Figure 1. M3 wires.
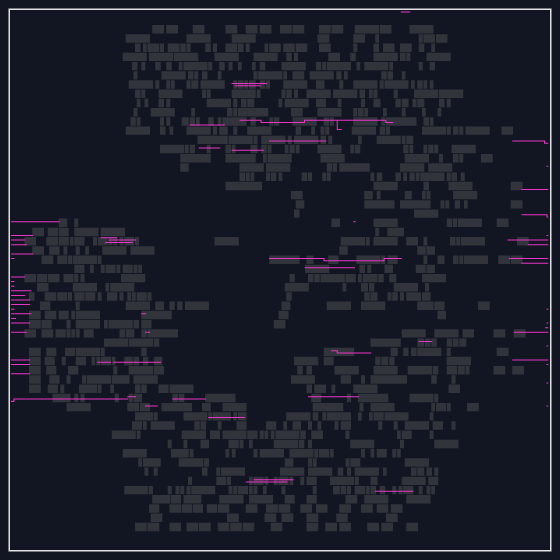
Figure 2. Gate-type map.
Scale bar: 50 µm.
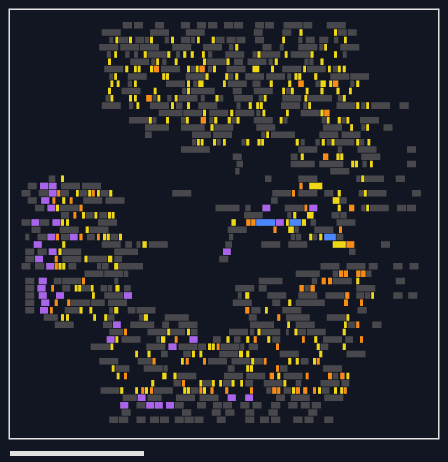
Figure 3. Clock distribution.
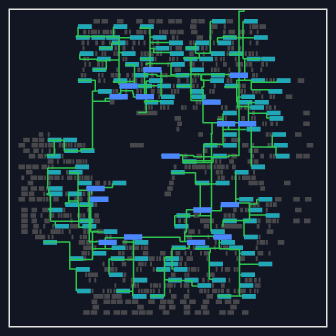
Figure 4. Cell sizes after repair.
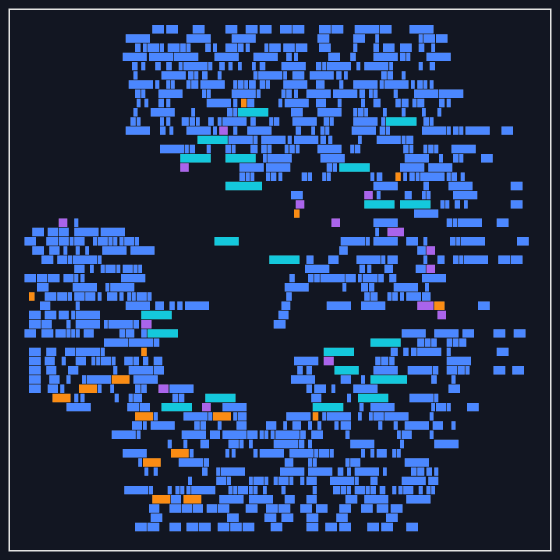
--- config.mk ---
export PLATFORM = sky130hd
export DESIGN_NAME = serial_add_sub
export DESIGN_NICKNAME = d
export VERILOG_FILES = /design/src/rtl/serial_add_sub_pkg.sv /design/src/rtl/serial_add_sub_full_adder.sv /design/src/rtl/serial_add_sub.sv
export SDC_FILE = /design/constraint.sdc
export NUM_CORES = 1
export LEC_CHECK = 0
export CAP_MARGIN = 20
export CORE_MARGIN = 4
export CORE_UTILIZATION = 25
export CTS_CLUSTER_DIAMETER = 30
export DETAILED_ROUTE_END_ITERATION = 7
export SYNTH_ARGS = -nofsm -noshare
export SYNTH_HDL_FRONTEND = slang
export SYNTH_HIERARCHICAL = 1
export SYNTH_SLANG_ARGS = --single-unit
--- constraint.sdc ---
create_clock -name clk -period 3.9 [get_ports clk]
set_clock_uncertainty 0.1 [all_clocks]
set_input_delay 0.78 -clock clk [delete_from_list [all_inputs] [get_ports clk]]
set_output_delay 0.78 -clock clk [all_outputs]
set_load 0.02 [all_outputs]
--- src/rtl/serial_add_sub_pkg.sv ---
// Shared definitions for the bit-serial adder/subtractor: default width,
// FSM state encodings and opcode values.
package serial_add_sub_pkg;

  localparam int DATA_WIDTH = 32;

  typedef enum logic [1:0] {
    SAS_IDLE = 2'b00,
    SAS_RUN  = 2'b01,
    SAS_FIN  = 2'b10
  } sas_state_e;

  localparam logic SAS_OP_ADD = 1'b0;
  localparam logic SAS_OP_SUB = 1'b1;

endpackage

--- src/rtl/serial_add_sub_full_adder.sv ---
// Single-bit full-adder cell; the only arithmetic in the serial sum path.
module serial_add_sub_full_adder (
  input  logic a,
  input  logic b,
  input  logic ci,
  output logic s,
  output logic co
);

  logic p;

  assign p  = a ^ b;
  assign s  = p ^ ci;
  assign co = (a & b) | (ci & p);

endmodule

--- src/rtl/serial_add_sub.sv ---
// Bit-serial two's-complement add/sub, LSB first, one full-adder cell per clock.
// START/DONE handshake; result and flags are held until the next completion.
module serial_add_sub
  import serial_add_sub_pkg::*;
#(
  parameter int WIDTH = DATA_WIDTH
) (
  input  logic             clk,
  input  logic             rst,
  input  logic             start,
  input  logic             op,
  input  logic [WIDTH-1:0] a,
  input  logic [WIDTH-1:0] b,
  output logic             busy,
  output logic             done,
  output logic [WIDTH-1:0] y,
  output logic             co,
  output logic             ovf,
  output logic             zero
);

  localparam int CNT_W = $clog2(WIDTH);
  localparam logic [CNT_W-1:0] LAST_BIT = CNT_W'(WIDTH - 1);

  sas_state_e       state_reg, state_next;
  logic [WIDTH-1:0] sa_reg, sb_reg, res_reg;
  logic [CNT_W-1:0] cnt_reg;
  logic             c_reg;
  logic [WIDTH-1:0] y_reg;
  logic             co_reg, ovf_reg, zero_reg;

  logic             accept;
  logic             shift_en;
  logic             last_bit;
  logic [WIDTH-1:0] sb_load;
  logic             s_bit, co_bit, cmsb;
  logic [WIDTH-1:0] res_final;

  // Subtract loads ~B and a carry-in of 1, so the cell computes A + ~B + 1.
  generate
    for (genvar gi = 0; gi < WIDTH; gi++) begin : g_sb_load
      assign sb_load[gi] = b[gi] ^ (op != SAS_OP_ADD);
    end
  endgenerate

  serial_add_sub_full_adder u_full_adder (
    .a  (sa_reg[0]),
    .b  (sb_reg[0]),
    .ci (c_reg),
    .s  (s_bit),
    .co (co_bit)
  );

  assign shift_en  = (state_reg == SAS_RUN);
  assign last_bit  = shift_en && (cnt_reg == LAST_BIT);
  assign cmsb      = c_reg;
  assign res_final = {s_bit, res_reg[WIDTH-1:1]};

  always_ff @(posedge clk) begin
    if (rst) begin
      state_reg <= SAS_IDLE;
    end else begin
      state_reg <= state_next;
    end
  end

  always_comb begin
    state_next = state_reg;
    accept     = 1'b0;
    case (state_reg)
      SAS_IDLE: begin
        if (start) begin
          accept     = 1'b1;
          state_next = SAS_RUN;
        end
      end
      SAS_RUN: begin
        if (cnt_reg == LAST_BIT) begin
          state_next = SAS_FIN;
        end
      end
      SAS_FIN: begin
        if (start) begin
          accept     = 1'b1;
          state_next = SAS_RUN;
        end else begin
          state_next = SAS_IDLE;
        end
      end
      default: state_next = SAS_IDLE;
    endcase
  end

  always_ff @(posedge clk) begin
    if (rst) begin
      sa_reg  <= '0;
      sb_reg  <= '0;
      res_reg <= '0;
      cnt_reg <= '0;
      c_reg   <= 1'b0;
    end else if (accept) begin
      sa_reg  <= a;
      sb_reg  <= sb_load;
      cnt_reg <= '0;
      c_reg   <= (op == SAS_OP_SUB);
    end else if (shift_en) begin
      sa_reg  <= {1'b0, sa_reg[WIDTH-1:1]};
      sb_reg  <= {1'b0, sb_reg[WIDTH-1:1]};
      res_reg <= res_final;
      cnt_reg <= cnt_reg + CNT_W'(1);
      c_reg   <= co_bit;
    end
  end

  // Outputs move only on the completion edge, so the ALU mux sees a stable value.
  always_ff @(posedge clk) begin
    if (rst) begin
      y_reg    <= '0;
      co_reg   <= 1'b0;
      ovf_reg  <= 1'b0;
      zero_reg <= 1'b0;
    end else if (last_bit) begin
      y_reg    <= res_final;
      co_reg   <= co_bit;
      ovf_reg  <= cmsb ^ co_bit;
      zero_reg <= ~|res_final;
    end
  end

  assign busy = (state_reg == SAS_RUN);
  assign done = (state_reg == SAS_FIN);
  assign y    = y_reg;
  assign co   = co_reg;
  assign ovf  = ovf_reg;
  assign zero = zero_reg;

  a_busy_done_exclusive : assert property (@(posedge clk) disable iff (rst) !(busy && done));

endmodule

==> run_results.csv <==
group,metric,value,unit
outcome,outcome,"complete, no violations",
logic_synthesis,synth_stat.cells,706,
worst_hold_path,min_from,"y[3]$_SDFFE_PP0P_",
power_and_ir_drop,combPwrFrac,10.6,%
clocking,h-tree-depth,4,
logic_synthesis,mux_share,0.175,%
logic_synthesis,yosysWarningCount,6,
die,fp-utilization,25.4,%
critical_path,r2r-end,"sb_reg[21]$_SDFFE_PP0P_",
drt,drt-wirelength-per-cell,13.7,µm
logic_synthesis,top_logic_kind,"simple AND/OR/NAND/NOR gates",
finish,dominant_cells,"registers",
drt,dr.pass1.iters,4,
logic_synthesis,ys_seq_share,48.2,%
die,tapCellCount,285,
sta,setup_tns,0,ps
global_routing,grt_pass1_vias,4707,
logic_synthesis,syn_nets,777,
clocking,post-cts-setup-buffers,0,
power_and_ir_drop,pg_seq,1.51,mW
critical_path,r2r.worst_path.cells,5,
global_routing,antenna_found_initial,0,
worst_hold_path,min_path_cells,2,
worst_hold_path,hold_class,"flip-flop to flip-flop",
finish,buffer_area_share,15.0,%
logic_synthesis,top_area_cell,"dfxtp_1",
finish,nNonClkInverters,1,
clocking,cts-resized-gates,0,
logic_synthesis,top_cells_by_count,"221 x nand2_1, 138 x dfxtp_1, 78 x a21oi_1",
finish,nMultiInputCombCells,506,
sta,tightestPinTransition,1090,ps
logic_synthesis,aoi_share,17.3,%
sta,fmax,389,MHz
placement,globalplace.congestion,0.715,
drt,drtAntennaViolNets,0,
die,core,22600,µm²
critical_path,worst_path_max_delay_cell,"clkdlybuf4s50_1",
logic_synthesis,yosys_most_used_dff,"dfxtp_1",
critical_path,critPathKind,"flip-flop to output pin",
die,rows,55,
critical_path,cp_max_fo,7,
power_and_ir_drop,leakage,2.52,nW
sta,hold_viol,0,
power_and_ir_drop,intPower,2.56,mW
global_routing,grt_max_degree,101,
sta,rsz0062_at_grt,"false",
finish,drive_above_1_share,6.61,%
logic_synthesis,synthXorXnorAreaFrac,5.35,%
logic_synthesis,topCellsByArea,"dfxtp_1 48%, nand2_1 14%, a21oi_1 6.8%, a311oi_1 5.4%, xor2_1 5.0%",
clocking,cts_tree,"built",
critical_path,start_kind,"flip-flop",
logic_synthesis,synth_cell_type_count,31,
power_and_ir_drop,ir_worst_vdd,0.221,mV
die,chipWidth,159,µm
finish,antenna_cells,0,
logic_synthesis,ys.flops,138,
logic_synthesis,syn_inst,706,
logic_synthesis,syn_avg_cell_area,8.11,µm²
logic_synthesis,ys_area,5730,µm²
critical_path,cp.arrival,1690,ps
logic_synthesis,simple_gate_share,22.8,%
sta,min_period,2570,ps
clocking,numCtsBuffers,17,
power_and_ir_drop,comb_power,0.363,mW
global_routing,track_usage,11.6,%
sta,slew_viol_final,0,
die,die_h,159,µm
power_and_ir_drop,p_sw,0.856,mW
worst_hold_path,hold_path_end,"y[3]$_SDFFE_PP0P_",
finish,logic_area,2680,µm²
clocking,root_buffer,"clkbuf_16",
sta,finalCritPeriodShare,66.0,%
finish,register_area,2760,µm²
clocking,cts.clk_slew.worst_paths,60,ps
finish,clock_buffer_count,18,
sta,relSlewSlack,27.2,%
clocking,clock_path_buffers,2,
logic_synthesis,synth-edff-count,0,
drt,drc,0,
critical_path,cpPeakStageDelay,640,ps
clocking,cts.sinks,138,
drt,vias_per_cell,4.64,
finish,seq-cell-share,36.9,%
critical_path,rr_startpoint,"state_reg[0]$_SDFFE_PP0P_",
finish,nets,847,
run,drv_cap,0,
power_and_ir_drop,sw_frac_of_total,25.0,%
global_routing,grt_pass1_wl,24500,µm
critical_path,cp.required,3020,ps
critical_path,reg2reg_slack,1730,ps
sta,setup_viol,0,
placement,dp.cells,1042,
logic_synthesis,top_cell,"nand2_1",
placement,io_buffers,104,
finish,fillerInstances,2390,
finish,clock_area_share,7.46,%
drt,first_iter_violations,324,
logic_synthesis,synth_adder_area_share,0.786,%
finish,final_util,33.1,%
logic_synthesis,postSynth.asyncResetShare,0,%
power_and_ir_drop,pwr-share-seq,44.3,%
logic_synthesis,top_area_share,48.2,%
die,chipArea,25400,µm²
power_and_ir_drop,finalPower,3.42,mW
global_routing,grt-ovfl-total,0,
critical_path,cp-end-kind,"output pin",
finish,flop-count,138,
clocking,hold_buffers,0,
die,ios,105,
critical_path,crit_chain,"nand2b_4 -> clkinv_2 -> clkdlybuf4s50_1",
run,warnings,28,
power_and_ir_drop,power_leader,"the clock network",
placement,dp_hpwl,8950,µm
power_and_ir_drop,power_density,457,nW/µm²
logic_synthesis,synthesis.area,5730,µm²
Back to the opening pictures, Figure 1:
wire length on this layer	514 µm
share of all routed wire	3.5%
Vias: 4971
Routed WL: 14700 µm
GR Util met3: 2.80%

Back to the opening pictures, Figure 2:
family	color	cells	most used
nand cells	yellow	241	nand2_1
fa/ha/maj cells	blue	3	ha_1
xor and xnor cells	purple	35	xor2_1
nor cells	orange	78	nor2_1
combinational share of cell area: 35.8%
fin cells: 1072
most frequent logic cell in the layout: nand2_1

Back to the opening pictures, Figure 3:
[clock-net drivers] blue | count: 17
[flip-flops] cyan | count: 138
[clock wires] green | length: 1880 µm
routed clock nets	18
Clock Power Share: 45.1%
clock network power: 1.54 mW
Latency at later pin: 410 ps

Back to the opening pictures, Figure 4:
size	color	cells	share
x1 and smaller	blue	735	93%
x2	orange	16	2.0%
x6 and larger	cyan	21	2.7%
x3 and x4	purple	15	1.9%
Non-CTS buffers: 112
Layout area overhead: 30.6%

## cell usage in the layout, fill, tap and decap left out, types with 2 or more instances in the layout
cell type	netlist	layout
nor2_1	49	49
buf_12	0	2
nor3_1	19	19
nand3b_1	3	3
buf_4	10	7
clkinvlp_4	0	3
nand3_1	12	12
nand4_1	2	2
ha_1	2	2
bufinv_16	0	2
dfxtp_1	138	138
a311oi_1	35	35
clkinv_4	0	3
nor4_1	8	8
nand2_1	221	221
clkbuf_16	0	17
xnor2_1	2	2
nand2b_4	0	2
o22ai_1	9	9
a21oi_1	78	78
a22oi_1	10	10
a311oi_2	9	9
clkdlybuf4s50_1	0	102
clkinv_2	0	5
xor2_1	33	33
## worst max path at each step
stage / from / slack [ps] / cells past startpoint / end
floorplan: state_reg[0]$_SDFFE_PP0P_ / 2060 / 3 / busy
global placement: start / 1370 / 5 / sb_reg[26]$_SDFFE_PP0P_
detailed placement: start / 1320 / 5 / sb_reg[28]$_SDFFE_PP0P_
CTS: state_reg[0]$_SDFFE_PP0P_ / 1280 / 3 / busy
global route: state_reg[0]$_SDFFE_PP0P_ / 1250 / 3 / busy
finish: state_reg[0]$_SDFFE_PP0P_ / 1330 / 3 / busy
## layer usage
metal	part of all wire (%)	global-route usage (%)	wire length, µm
met1	50	16.7	7390
met2	45	17.3	6690
met3	3.5	2.80	513
met4	0.94	3.31	138
met5	0	0	0
## per-stage QoR
step	setup slack, ps	area [µm²]	hold WS [ps]
floorplan	2060	5730	341
global placement	1370	6920	345
detailed placement	1320	6920	350
CTS	1280	7480	358
global route	1250	7480	374
finish	1330	7480	353
## worst max-delay path, delay by kind of cell (launching register included)
| kind | cells | cell delay, ps |
|---|---|---|
| buffers and inverters | 2 | 690 |
| DFF | 1 | 500 |
| and+or+nand+nor | 1 | 90 |
No activity file was given, so power comes from the tool's default toggle rates.
